## src/rtl/preset_entry.sv

```systemverilog
// -----------------------------------------------------------------------------
// preset_entry
//   Input side of the seconds clock. Four raw push-buttons are synchronised,
//   debounced and edge-detected. The resulting press events edit a two-digit
//   BCD preset: a units digit (0-9) and a decimal digit (0-MAX_DECIMAL). A
//   commit press offers the preset to the counter over a valid/ready handshake.
//   The digit outputs also drive the dec7seg displays while editing.
//
// Parameters
//   DEBOUNCE_CYCLES  consecutive disagreeing cycles before a button state flips
//   CNT_W            width of the debounce counters (and minimum repeat width)
//   MAX_DECIMAL      highest value of the decimal digit
//   REPEAT_CYCLES    auto-repeat period (only with PRESET_AUTOREPEAT_EN)
//
// Ports
//   clk_i             in   system clock, rising edge
//   rst_i             in   synchronous active-high reset
//   but0_i            in   raw button: increment selected digit
//   but1_i            in   raw button: decrement selected digit
//   but2_i            in   raw button: toggle unit/decimal selection
//   but3_i            in   raw button: commit preset
//   load_ready_i      in   counter accepts the preset this cycle
//   load_valid_o      out  preset offered to counter
//   unit_preset_o     out  BCD units digit
//   decimal_preset_o  out  BCD decimal digit
//   edit_decimal_o    out  1 = decimal digit selected, 0 = units digit
//
// Build option
//   PRESET_AUTOREPEAT_EN  when defined, a held inc/dec button generates an
//                         extra event every REPEAT_CYCLES cycles in EDIT.
//                         When undefined, one event per press and no repeat
//                         counter exists.
// -----------------------------------------------------------------------------
module preset_entry #(
  parameter int DEBOUNCE_CYCLES = 50000,
  parameter int CNT_W           = 16,
  parameter int MAX_DECIMAL     = 5,
  parameter int REPEAT_CYCLES   = 12500000
) (
  input  logic       clk_i,
  input  logic       rst_i,
  input  logic       but0_i,
  input  logic       but1_i,
  input  logic       but2_i,
  input  logic       but3_i,
  input  logic       load_ready_i,
  output logic       load_valid_o,
  output logic [3:0] unit_preset_o,
  output logic [3:0] decimal_preset_o,
  output logic       edit_decimal_o
);

  localparam logic [CNT_W-1:0] DB_LAST  = CNT_W'(DEBOUNCE_CYCLES - 1);
  localparam logic [3:0]       UNIT_MAX = 4'd9;
  localparam logic [3:0]       DEC_MAX  = 4'(MAX_DECIMAL);

  // Button indices inside the 4-bit vectors below.
  localparam int B_INC    = 0;
  localparam int B_DEC    = 1;
  localparam int B_SELECT = 2;
  localparam int B_COMMIT = 3;

  if (DEBOUNCE_CYCLES < 1 || MAX_DECIMAL < 1 || MAX_DECIMAL > 9 ||
      REPEAT_CYCLES < 1 || CNT_W < 1) begin : g_param_check
    $error("preset_entry: illegal parameter combination");
  end

  typedef enum logic [0:0] {
    EDIT  = 1'b0,
    OFFER = 1'b1
  } state_t;

  // Wrapping digit arithmetic; any out-of-range input is pulled back into range.
  function automatic logic [3:0] inc_wrap(input logic [3:0] d, input logic [3:0] top);
    return (d >= top) ? 4'd0 : d + 4'd1;
  endfunction

  function automatic logic [3:0] dec_wrap(input logic [3:0] d, input logic [3:0] top);
    return (d == 4'd0 || d > top) ? top : d - 4'd1;
  endfunction

  logic [3:0]       raw;
  logic [3:0]       sync_p0;
  logic [3:0]       sync_p1;
  logic [3:0]       stable_p2;
  logic [CNT_W-1:0] db_cnt [4];
  logic [3:0]       stable_d_p3;
  logic [3:0]       press_p3;
  logic [3:0]       rise;

  state_t     state;
  state_t     state_nx;
  logic [3:0] unit_r;
  logic [3:0] unit_nx;
  logic [3:0] decimal_r;
  logic [3:0] decimal_nx;
  logic       edit_dec_r;
  logic       edit_dec_nx;

  logic ev_commit;
  logic ev_select;
  logic ev_inc;
  logic ev_dec;

  assign raw  = {but3_i, but2_i, but1_i, but0_i};
  assign rise = stable_p2 & ~stable_d_p3;

  // ---- stage p0/p1: two-flop synchroniser ----
  // ---- stage p2: debounce, stable state flips after DEBOUNCE_CYCLES disagreeing cycles ----
  // ---- stage p3: rising-edge detect, registered press pulse ----
  always_ff @(posedge clk_i) begin
    if (rst_i) begin
      sync_p0     <= '0;
      sync_p1     <= '0;
      stable_p2   <= '0;
      stable_d_p3 <= '0;
      press_p3    <= '0;
      for (int i = 0; i < 4; i++) begin
        db_cnt[i] <= '0;
      end
    end else begin
      sync_p0 <= raw;
      sync_p1 <= sync_p0;
      for (int i = 0; i < 4; i++) begin
        if (sync_p1[i] != stable_p2[i]) begin
          if (db_cnt[i] == DB_LAST) begin
            stable_p2[i] <= sync_p1[i];
            db_cnt[i]    <= '0;
          end else begin
            db_cnt[i] <= db_cnt[i] + 1'b1;
          end
        end else begin
          db_cnt[i] <= '0;
        end
      end
      stable_d_p3 <= stable_p2;
      press_p3    <= rise;
    end
  end

`ifdef PRESET_AUTOREPEAT_EN
  localparam int RPT_NEED = $clog2(REPEAT_CYCLES + 1);
  localparam int RPT_W    = (CNT_W > RPT_NEED) ? CNT_W : RPT_NEED;
  localparam logic [RPT_W-1:0] RPT_LAST = RPT_W'(REPEAT_CYCLES - 1);

  logic [RPT_W-1:0] rpt_cnt [2];
  logic [1:0]       rpt_p3;

  // ---- stage p3: auto-repeat pulses for held inc/dec, aligned with press_p3 ----
  // The counter restarts on the same edge that registers the press pulse, so
  // the first repeat lands exactly REPEAT_CYCLES after the press event.
  always_ff @(posedge clk_i) begin
    if (rst_i) begin
      rpt_p3 <= '0;
      for (int i = 0; i < 2; i++) begin
        rpt_cnt[i] <= '0;
      end
    end else begin
      for (int i = 0; i < 2; i++) begin
        rpt_p3[i] <= 1'b0;
        if (state != EDIT || !stable_p2[i] || rise[i]) begin
          rpt_cnt[i] <= '0;
        end else if (rpt_cnt[i] == RPT_LAST) begin
          rpt_cnt[i] <= '0;
          rpt_p3[i]  <= 1'b1;
        end else begin
          rpt_cnt[i] <= rpt_cnt[i] + 1'b1;
        end
      end
    end
  end

  assign ev_inc = press_p3[B_INC] | rpt_p3[B_INC];
  assign ev_dec = press_p3[B_DEC] | rpt_p3[B_DEC];
`else
  assign ev_inc = press_p3[B_INC];
  assign ev_dec = press_p3[B_DEC];
`endif

  assign ev_commit = press_p3[B_COMMIT];
  assign ev_select = press_p3[B_SELECT];

  // ---- stage p4: edit FSM and preset registers ----
  always_ff @(posedge clk_i) begin
    if (rst_i) begin
      state      <= EDIT;
      unit_r     <= 4'd0;
      decimal_r  <= 4'd0;
      edit_dec_r <= 1'b0;
    end else begin
      state      <= state_nx;
      unit_r     <= unit_nx;
      decimal_r  <= decimal_nx;
      edit_dec_r <= edit_dec_nx;
    end
  end

  // Only the highest-priority event of a cycle is acted on; events arriving
  // during OFFER are dropped rather than queued.
  always_comb begin
    state_nx    = state;
    unit_nx     = unit_r;
    decimal_nx  = decimal_r;
    edit_dec_nx = edit_dec_r;
    case (state)
      EDIT: begin
        if (ev_commit) begin
          state_nx = OFFER;
        end else if (ev_select) begin
          edit_dec_nx = ~edit_dec_r;
        end else if (ev_inc) begin
          if (edit_dec_r) decimal_nx = inc_wrap(decimal_r, DEC_MAX);
          else            unit_nx    = inc_wrap(unit_r, UNIT_MAX);
        end else if (ev_dec) begin
          if (edit_dec_r) decimal_nx = dec_wrap(decimal_r, DEC_MAX);
          else            unit_nx    = dec_wrap(unit_r, UNIT_MAX);
        end
      end
      OFFER: begin
        if (load_ready_i) begin
          state_nx    = EDIT;
          edit_dec_nx = 1'b0;
        end
      end
      default: begin
        state_nx = EDIT;
      end
    endcase
  end

  assign load_valid_o     = (state == OFFER);
  assign unit_preset_o    = unit_r;
  assign decimal_preset_o = decimal_r;
  assign edit_decimal_o   = edit_dec_r;

endmodule

```

## config.mk

```make
export PLATFORM = sky130hd
export DESIGN_NAME = preset_entry
export DESIGN_NICKNAME = d
export VERILOG_FILES = /design/src/rtl/preset_entry.sv
export SDC_FILE = /design/constraint.sdc
export NUM_CORES = 1
export LEC_CHECK = 0
export CORE_ASPECT_RATIO = 1.1
export CORE_MARGIN = 1
export CORE_UTILIZATION = 61
export DETAILED_ROUTE_END_ITERATION = 8
export GPL_ROUTABILITY_DRIVEN = 0
export HOLD_SLACK_MARGIN = 0.08
export PLACE_DENSITY = 0.79
export SLEW_MARGIN = 20
export SYNTH_ARGS = -nofsm -noshare
export SYNTH_HDL_FRONTEND = slang
export SYNTH_SLANG_ARGS = --single-unit
export TNS_END_PERCENT = 100
```

## constraint.sdc

```tcl
create_clock -name clk_i -period 2.9 [get_ports clk_i]
set_input_delay 0.58 -clock clk_i [delete_from_list [all_inputs] [get_ports clk_i]]
set_output_delay 0.58 -clock clk_i [all_outputs]
set_load 0.005 [all_outputs]
```

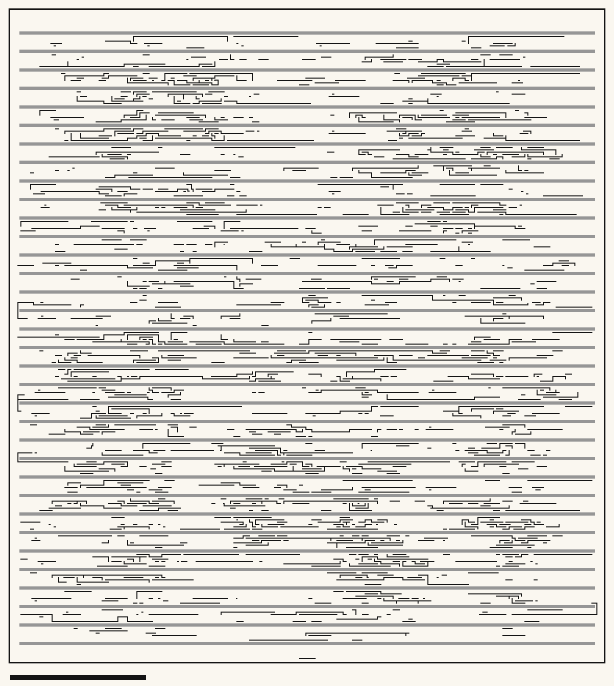
Figure 1: signal wires on met1.
Bar = 20 um. Supply wires on this layer in gray.
longest straight run: 21.2 um
main direction: horizontal
share of all routed wire: 45%
wire length on this layer: 3830 um
nets with wire on the layer: 535

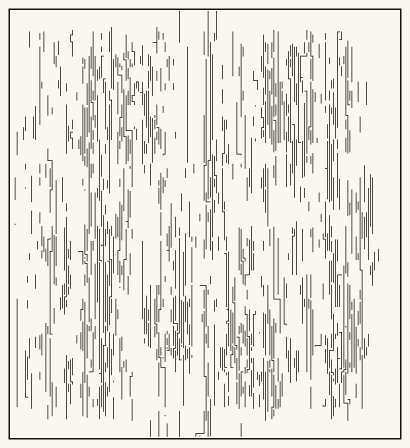
Figure 2: the metal 2 layer.
share of all routed wire: 50%
nets with wire on the layer: 477
longest straight run: 26.5 um
wire length on this layer: 4270 um

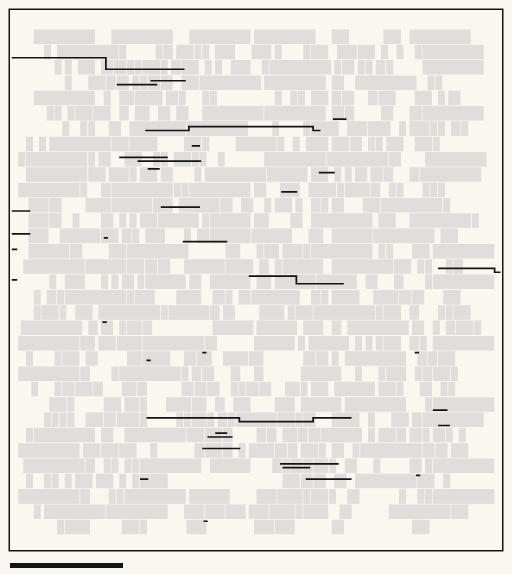
Figure 3: met3 routing.
Bar = 20 um.
main direction: horizontal
wire length on this layer: 237 um
share of all routed wire: 2.8%
nets with wire on the layer: 25
longest straight run: 22.1 um

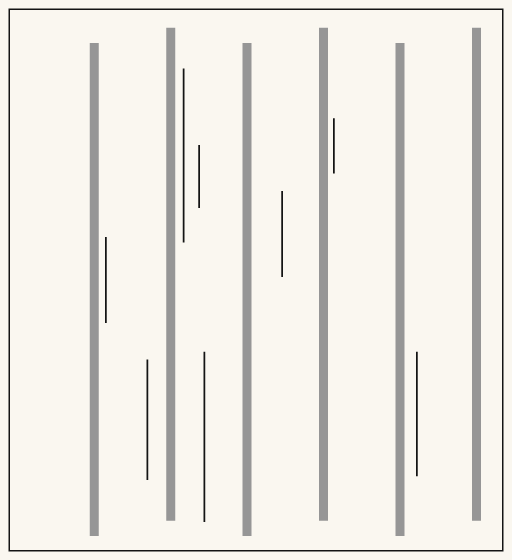
Figure 4: signal wires on met4.
Supply wires on this layer in gray.
wire length on this layer: 154 um
longest straight run: 30.6 um
nets with wire on the layer: 7
share of all routed wire: 1.8%

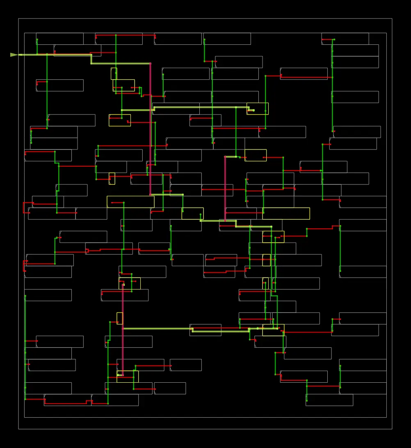
Figure 5: the clock network.
flip-flops: 94
total number of clock tree sinks: 94

==> summary.txt <==
Figures from the flow reports.

Synthesis:
- The run gives the proportion of netlist area held by the largest area contributor as 39.3%.
- The run gives the multiplexer share of the synthesized area as 0.820%.
- The run gives the mean instance size in the synthesized netlist as 10.4 sq um.
- The run puts the cell total in the yosys stat output at 468.
- The run puts the simple-gate share of the synthesized area at 25.9%.
- The run gives the most frequent cell after synthesis as nor2_1.
- The run gives the area fraction in full adders, half adders and majority gates as 2.82%.
- The run gives the AND-OR/OR-AND share of the synthesized area as 5.76%.
- Counting flops and latches in the post-synthesis netlist gives 94.
- The largest total area in the synthesized netlist belongs to edfxtp_1.
- The run puts the number of warnings reported in the yosys synthesis log at 0.

Final timing:
- Max-slew check failures listed in the final report amount to 0.
- The run gives the aggregate negative setup slack as 0 ps.
- The run gives the worst-case headroom to the max-slew limit as 58.9%.
- The run gives the actual slew at the worst max-slew pin as 611 ps.

Cells and area:
- The run gives the post-route cell area as 5560 sq um.
- The run gives the number of nets in the layout as 567.
- The run gives the count of non-CTS inverters in the layout as 17.
- The run puts the footprint of the flip-flops and latches at 2520 sq um.
- Once layout is complete, the cells apart from fillers number 659.
- The layout has 594 filler cells.
- The fraction of cell area in sequential cells is reported as 45.3%.

Status:
- The flow ran to the end, and the final reports show no timing, DRC or antenna violations.

Detailed routing:
- The run puts the total via count in the routed design at 3546.
- The run gives the number of DRC markers after the initial detailed-route iteration as 151.
- Signal nets in the final route climb as high as met4.
- The routed design shows a wire length per standard cell of 12.9 um.
- The run gives the count of nets left with antenna violations after detail routing as 0.
- The run puts the routed length on met2 at 4270 um.
- The pre-antenna-repair detailed-routing pass consisted of 4 iterations.

Global routing:
- The run puts the met2 layer usage reported by global route at 37.7%.

Placed design:
- The placed instances occupy a cell area of 5360 sq um.

Die:
- The vertical die dimension reported for this design is 95.9 um.
- During tapcell insertion the tool placed 105 well taps.

Power and ir drop:
- The run puts the share of total power in combinational logic at 4.1%.
- Ranked by power, first place goes to sequential cells.
- The run gives the clock power share as 35.8%.
- The run puts the total power at 2530 uW.

Worst setup path:
- OpenSTA lists the critical path endpoint as db_cnt[3][8].
Power figures rest on the tool's default switching activity, not on a simulated workload.
